==> images/io_fan.png <==
Scale: 2 px per um.
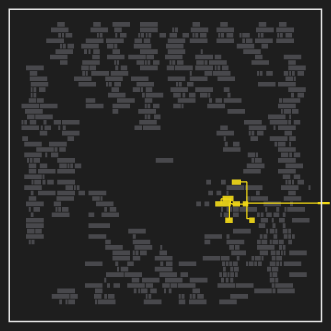
==> images/congestion.png <==
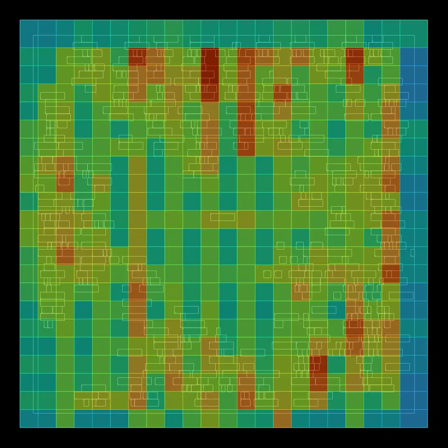
==> images/wires.png <==
Scale: 2 px per um.
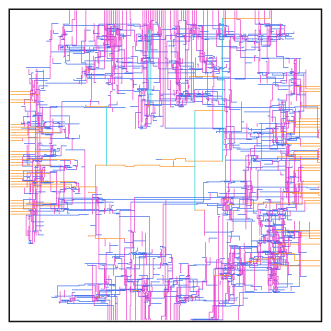
===== config.mk =====
export PLATFORM = sky130hd
export DESIGN_NAME = pipeline_stage_skid
export DESIGN_NICKNAME = d
export VERILOG_FILES = /design/src/rtl/pipeline_stage_skid_pkg.sv /design/src/rtl/pipeline_stage_skid_sat_counter.sv /design/src/rtl/pipeline_stage_skid.sv
export SDC_FILE = /design/constraint.sdc
export NUM_CORES = 1
export LEC_CHECK = 0
export ABC_CLOCK_PERIOD_IN_PS = 6100
export CAP_MARGIN = 20
export CORE_MARGIN = 5
export CORE_UTILIZATION = 30
export CTS_BUF_LIST = sky130_fd_sc_hd__clkbuf_8 sky130_fd_sc_hd__clkbuf_16
export DETAILED_ROUTE_END_ITERATION = 8
export DONT_BUFFER_PORTS = 1
export PLACE_DENSITY_LB_ADDON = 0.25
export SYNTH_ARGS = -nofsm -noshare
export SYNTH_HDL_FRONTEND = slang
export SYNTH_SLANG_ARGS = --single-unit

===== constraint.sdc =====
create_clock -name i_clk -period 6.1 [get_ports i_clk]
set_input_delay 1.22 -clock i_clk [delete_from_list [all_inputs] [get_ports i_clk]]
set_output_delay 1.22 -clock i_clk [all_outputs]
set_load 0.02 [all_outputs]

===== src/rtl/pipeline_stage_skid_pkg.sv =====
// Shared pipeline definitions: skid stage state encoding and occupancy constants.
// The helper maps a stage state to its visible entry count.
package pipeline_stage_skid_pkg;

    typedef enum logic [1:0] {
        ST_EMPTY = 2'd0,
        ST_BUSY  = 2'd1,
        ST_FULL  = 2'd2
    } skid_state_e;

    localparam logic [1:0] OCC_EMPTY = 2'd0;
    localparam logic [1:0] OCC_BUSY  = 2'd1;
    localparam logic [1:0] OCC_FULL  = 2'd2;

    function automatic logic [1:0] occupancy_of(input skid_state_e s);
        logic [1:0] occ;
        occ = OCC_EMPTY;
        case (s)
            ST_EMPTY: occ = OCC_EMPTY;
            ST_BUSY:  occ = OCC_BUSY;
            ST_FULL:  occ = OCC_FULL;
            default:  occ = OCC_EMPTY;
        endcase
        return occ;
    endfunction

endpackage


===== src/rtl/pipeline_stage_skid_sat_counter.sv =====
// Saturating up-counter with synchronous clear (clear wins over enable).
// Holds at all-ones instead of wrapping.
module sat_counter #(
    parameter int unsigned WIDTH = 16
) (
    input  logic             i_clk,
    input  logic             i_arst,
    input  logic             i_clr,
    input  logic             i_en,
    output logic [WIDTH-1:0] o_count
);

    localparam logic [WIDTH-1:0] COUNT_MAX = '1;

    always_ff @(posedge i_clk or posedge i_arst) begin
        if (i_arst) begin
            o_count <= '0;
        end else if (i_clr) begin
            o_count <= '0;
        end else if (i_en && (o_count != COUNT_MAX)) begin
            o_count <= o_count + WIDTH'(1);
        end
    end

endmodule


===== src/rtl/pipeline_stage_skid.sv =====
// Two-entry skid buffer pipeline stage with registered valid/ready, flush,
// and a saturating backpressure stall counter.
module pipeline_stage_skid
    import pipeline_stage_skid_pkg::*;
#(
    parameter int unsigned PAYLOAD_W      = 64,
    parameter bit          CLEAR_ON_FLUSH = 1'b0,
    parameter int unsigned STALL_CNT_W    = 16
) (
    input  logic                   i_clk,
    input  logic                   i_arst,
    input  logic                   i_flush,
    input  logic                   i_cnt_clr,
    input  logic                   i_valid,
    output logic                   o_ready,
    input  logic [PAYLOAD_W-1:0]   i_data,
    output logic                   o_valid,
    input  logic                   i_ready,
    output logic [PAYLOAD_W-1:0]   o_data,
    output logic [1:0]             o_occupancy,
    output logic [STALL_CNT_W-1:0] o_stall_cnt
);

    // Handshake: a payload moves on a rising edge where valid and ready are both
    // high on the same side. o_valid/o_ready come only from registered state, so
    // neither depends combinationally on i_valid or i_ready.

    skid_state_e          state_q, state_d;
    logic [PAYLOAD_W-1:0] main_q, skid_q;
    logic                 in_xfer, out_xfer;
    logic                 load_main_in, load_main_skid, load_skid, clear_payload;

    assign o_valid     = (state_q != ST_EMPTY);
    assign o_ready     = (state_q != ST_FULL);
    assign o_occupancy = occupancy_of(state_q);
    assign o_data      = main_q;

    assign in_xfer  = i_valid & o_ready;
    assign out_xfer = o_valid & i_ready;

    always_ff @(posedge i_clk or posedge i_arst) begin
        if (i_arst) begin
            state_q <= ST_EMPTY;
        end else begin
            state_q <= state_d;
        end
    end

    // Flush overrides every transition: same-cycle input is dropped, output counts as taken.
    always_comb begin
        state_d        = state_q;
        load_main_in   = 1'b0;
        load_main_skid = 1'b0;
        load_skid      = 1'b0;
        clear_payload  = 1'b0;
        if (i_flush) begin
            state_d       = ST_EMPTY;
            clear_payload = CLEAR_ON_FLUSH;
        end else begin
            case (state_q)
                ST_EMPTY: begin
                    if (in_xfer) begin
                        load_main_in = 1'b1;
                        state_d      = ST_BUSY;
                    end
                end
                ST_BUSY: begin
                    if (in_xfer && out_xfer) begin
                        load_main_in = 1'b1;
                    end else if (in_xfer) begin
                        load_skid = 1'b1;
                        state_d   = ST_FULL;
                    end else if (out_xfer) begin
                        state_d = ST_EMPTY;
                    end
                end
                ST_FULL: begin
                    if (out_xfer) begin
                        load_main_skid = 1'b1;
                        state_d        = ST_BUSY;
                    end
                end
                default: state_d = ST_EMPTY;
            endcase
        end
    end

    always_ff @(posedge i_clk or posedge i_arst) begin
        if (i_arst) begin
            main_q <= '0;
            skid_q <= '0;
        end else if (clear_payload) begin
            main_q <= '0;
            skid_q <= '0;
        end else begin
            if (load_main_in) begin
                main_q <= i_data;
            end else if (load_main_skid) begin
                main_q <= skid_q;
            end
            if (load_skid) begin
                skid_q <= i_data;
            end
        end
    end

    sat_counter #(
        .WIDTH(STALL_CNT_W)
    ) u_stall_cnt (
        .i_clk  (i_clk),
        .i_arst (i_arst),
        .i_clr  (i_cnt_clr),
        .i_en   (o_valid & ~i_ready),
        .o_count(o_stall_cnt)
    );

endmodule

==> impl_metrics.toml <==
# generated from flow reports
[floorplan]
core-area_mm2 = 0.0210

[synthesis]
ys_sh_simple_pct = 8.70
most_common_cell = "dfrtp_1"
syn_area_mm2 = 0.00634
synthArstFlopShare_pct = 100
adder_share_pct = 0.197
mux_share_pct = 21.6

[final_layout]
logic_area_mm2 = 0.00252
layout.nonclk_buf_share_pct = 0.735
layout_top_cell = "dfrtp_1"
non_clock_buffer_count = 7
diodes = 0
flops = 146
final_cell_mix = "dfrtp_1, a21oi_1, nor2_1"

[clock_tree]
cts_hold_buf = 0
htreeDepth = 4
cts_tree = "done"
clockBufferDepth = 2
cts_resized = 0
insertion_delay_ns = 0.41

[status]
status = "finished clean"

[power_and_ir_drop]
pwr.group.clock_uw = 975
power_frac_comb_pct = 10.3
power_leakage_nw = 2.84
swShare_pct = 28.3

[drt]
drc = 0
drt_first_pass_iters = 4
wl_met3_mm = 1.17

[placed_design]
place_area_mm2 = 0.00660
hpwlAfterDp_mm = 9.90

[sta]
period_used_pct = 44.0
fmax_mhz = 373
slew_violations = 0
grt_setup_unrepaired = "no"
tightest_slew_ns = 0.998

[critical_path]
r2r_cells = 5
critical_path.top_delay_family = "flip-flops"
worstPathMaxFanout = 8
cp-start-kind = "register"

[global_routing]
antenna_found_initial = 0

[min_path]
min_from = "skid_q[46]"
Back to the opening pictures, io_fan.png:
legend:
  `i_ready`:
    color: yellow
    bits: 1
    direction: input
    edge: right
    end_cells: 9
    buffers: 0
    wire: 87.7 um
I/O Buffers: 0
Ports: 154

Back to the opening pictures, congestion.png:
WL/cell: 18.0 um
met2 GRT Util: 20.3%
met1 Use GR: 14.4%

Back to the opening pictures, wires.png:
legend:
  metal 4:
    color: cyan
    wire_length: 259 um
  metal 3:
    color: orange
    wire_length: 1170 um
  metal 1:
    color: blue
    wire_length: 5870 um
  metal 2:
    color: magenta
    wire_length: 7300 um
final WL: 14.6 mm
GRT Resource Usage Total: 12.3%
vias post-DR: 4040

